`src/rtl/regfile_2r1w.sv`:
```
// regfile_2r1w: two-read one-write register file with a self-clearing sweep
module regfile_2r1w #(
  parameter int WIDTH     = 16,
  parameter int ADDR_BITS = 4,
  parameter bit ZERO_R0   = 1'b0
) (
  input  logic                 clk,
  input  logic                 rst_n,
  input  logic                 clr,
  input  logic                 we,
  input  logic [ADDR_BITS-1:0] waddr,
  input  logic [WIDTH-1:0]     wdata,
  input  logic                 re_a,
  input  logic                 re_b,
  input  logic [ADDR_BITS-1:0] raddr_a,
  input  logic [ADDR_BITS-1:0] raddr_b,
  output logic [WIDTH-1:0]     rdata_a,
  output logic [WIDTH-1:0]     rdata_b,
  output logic                 rvalid_a,
  output logic                 rvalid_b,
  output logic                 busy
);
  localparam int DEPTH = 2 ** ADDR_BITS;
  typedef enum logic {CLEAR, IDLE} state_t;
  state_t               state, state_nx;
  logic [ADDR_BITS-1:0] idx, idx_nx;
  logic [WIDTH-1:0]     mem [DEPTH];
  logic                 wr_en;
  logic [WIDTH-1:0]     rd_a, rd_b;
  assign busy  = state == CLEAR;
  assign wr_en = !busy && we && !clr && !(ZERO_R0 && waddr == '0);
  assign rd_a  = (ZERO_R0 && raddr_a == '0) ? '0 : (wr_en && waddr == raddr_a) ? wdata : mem[raddr_a];
  assign rd_b  = (ZERO_R0 && raddr_b == '0) ? '0 : (wr_en && waddr == raddr_b) ? wdata : mem[raddr_b];
  // state and sweep index register; reset restarts the sweep from entry 0
  always_ff @(posedge clk or negedge rst_n) begin
    if (!rst_n) begin
      state <= CLEAR;
      idx   <= '0;
    end else begin
      state <= state_nx;
      idx   <= idx_nx;
    end
  end
  // sweep advances one entry per cycle; clr only honoured while idle
  always_comb begin
    state_nx = state;
    idx_nx   = idx;
    if (busy) begin
      idx_nx   = idx + 1'b1;
      state_nx = &idx ? IDLE : CLEAR;
    end else if (clr) begin
      state_nx = CLEAR;
      idx_nx   = '0;
    end
  end
  // storage array: sweep zeroes one entry per cycle, otherwise accepted writes
  always_ff @(posedge clk) begin
    if (busy) mem[idx] <= '0;
    else if (wr_en) mem[waddr] <= wdata;
  end
  // registered read ports with write-first bypass; data held when not reading
  always_ff @(posedge clk or negedge rst_n) begin
    if (!rst_n) begin
      rdata_a  <= '0;
      rdata_b  <= '0;
      rvalid_a <= 1'b0;
      rvalid_b <= 1'b0;
    end else begin
      rvalid_a <= !busy && re_a;
      rvalid_b <= !busy && re_b;
      if (!busy && re_a) rdata_a <= rd_a;
      if (!busy && re_b) rdata_b <= rd_b;
    end
  end
endmodule

```
`config.mk`:
```
export PLATFORM = sky130hd
export DESIGN_NAME = regfile_2r1w
export DESIGN_NICKNAME = d
export VERILOG_FILES = /design/src/rtl/regfile_2r1w.sv
export SDC_FILE = /design/constraint.sdc
export NUM_CORES = 1
export LEC_CHECK = 0
export CAP_MARGIN = 15
export CORE_ASPECT_RATIO = 0.5
export CORE_MARGIN = 2
export CORE_UTILIZATION = 65
export DETAILED_ROUTE_END_ITERATION = 6
export PLACE_DENSITY = 0.85
export SLEW_MARGIN = 20
export SYNTH_ARGS = -nofsm -noshare
export SYNTH_HDL_FRONTEND = slang
export SYNTH_SLANG_ARGS = --single-unit
export TNS_END_PERCENT = 5
```
`constraint.sdc`:
```
create_clock -name clk -period 5.3 [get_ports clk]
set_clock_uncertainty 0.15 [all_clocks]
set_input_delay 1.06 -clock clk [delete_from_list [all_inputs] [get_ports clk]]
set_output_delay 1.06 -clock clk [all_outputs]
set_load 0.01 [all_outputs]
```
==> deck_impl_summary.md <==
Key Metrics from the Run

Die
  • Number of tapcells: 273

CTS
  • CTS-repair resized insts: 0
  • Sinks on Clock Net: 295
  • Number of buffers on the longest clock path: 3

Layout
  • Largest registers: mem x256, rdata_a x16, rdata_b x16
  • Total of clock buffers placed in the layout: 29
  • Sequential cell area share: 54.88%
  • Max reg flops: 256
  • Number of multi-input combinational cells in the layout: 525
  • Number of nets in the layout: 1014
  • Combinational share of cell area: 31.48%
  • Fill cell count: 1153

Power and ir drop
  • Logic pwr share: 26.8%
  • Int Power: 4.898 mW
  • Ratio of total power to cell area: 456.3 nW/µm²
  • Final Total Pwr: 7.202 mW

Worst setup path
  • Endpoint type of the worst setup path: register
  • Required time worst endpoint: 5.51 ns
  • Data arrival time of the worst path: 4.29 ns
  • Destination of the worst register-to-register timing path: rdata_a[5]
  • Crit Path Category: in -> reg

Synthesis
  • Compound Share, Synth: 10.49%
  • Ys async rst share: 13.22%
  • Adder Share, Synth: 0.08962%
  • Post-synthesis xor/xnor area fraction: 0.1255%

GRT
  • Global routing usage on met1: 51.75%
  • Met3 usage in global routing: 12.69%

Timing
  • Hold violation count in the final report: 0
  • Total setup violations reported at the end of the flow: 0
  • Setup repair after global routing missed its margin: false
  • Worst path setup slack after routing: 1.224 ns
  • WHS: 0.3363 ns

Run status
  • Outcome: complete, no violations

Place
  • Routability congestion estimate: 0.9323
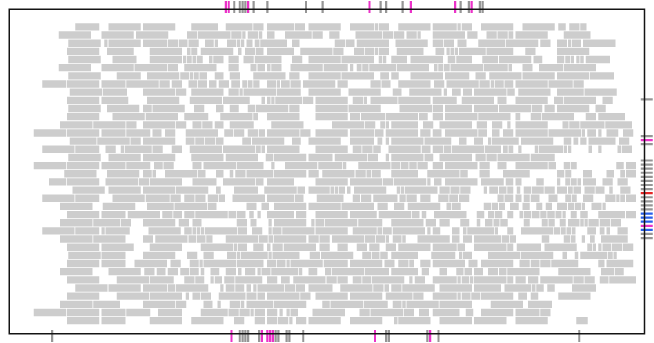
*Pin placement*
Scale: 3 px per µm. Pins as bars across the die edge, other pins in gray.
| color | port | pins | direction | edge |
|---|---|---|---|---|
| blue | `waddr` | 4 | input | right |
| red | `busy` | 1 | output | right |
| magenta | `wdata` | 16 | input | 7 bottom, 7 top, 2 right |
all pins by edge: 24 right, 23 bottom, 22 top
die extent in x: 211.3 µm
I/O Buffers: 68
DIE HEIGHT: 107.6 µm

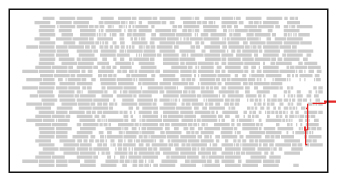
*Nets reached from selected ports*
Scale: 1.5 px per µm.
| color | port | direction | end cells | wire |
|---|---|---|---|---|
| red | `busy` | output | 1 | 41.2 µm |

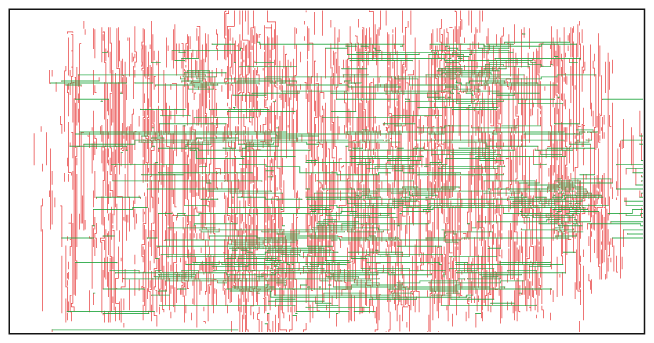
*Wiring by layer*
Scale: 3 px per µm. Two of the layers only.
| color | layer | wire length |
|---|---|---|
| red | M2 | 18100 µm |
| green | M3 | 6790 µm |
overall global routing resource usage: 37.43%
Routed WL per cell: 32.43 µm
total wire length: 41160 µm

Power is estimated from default activity; no workload was simulated.
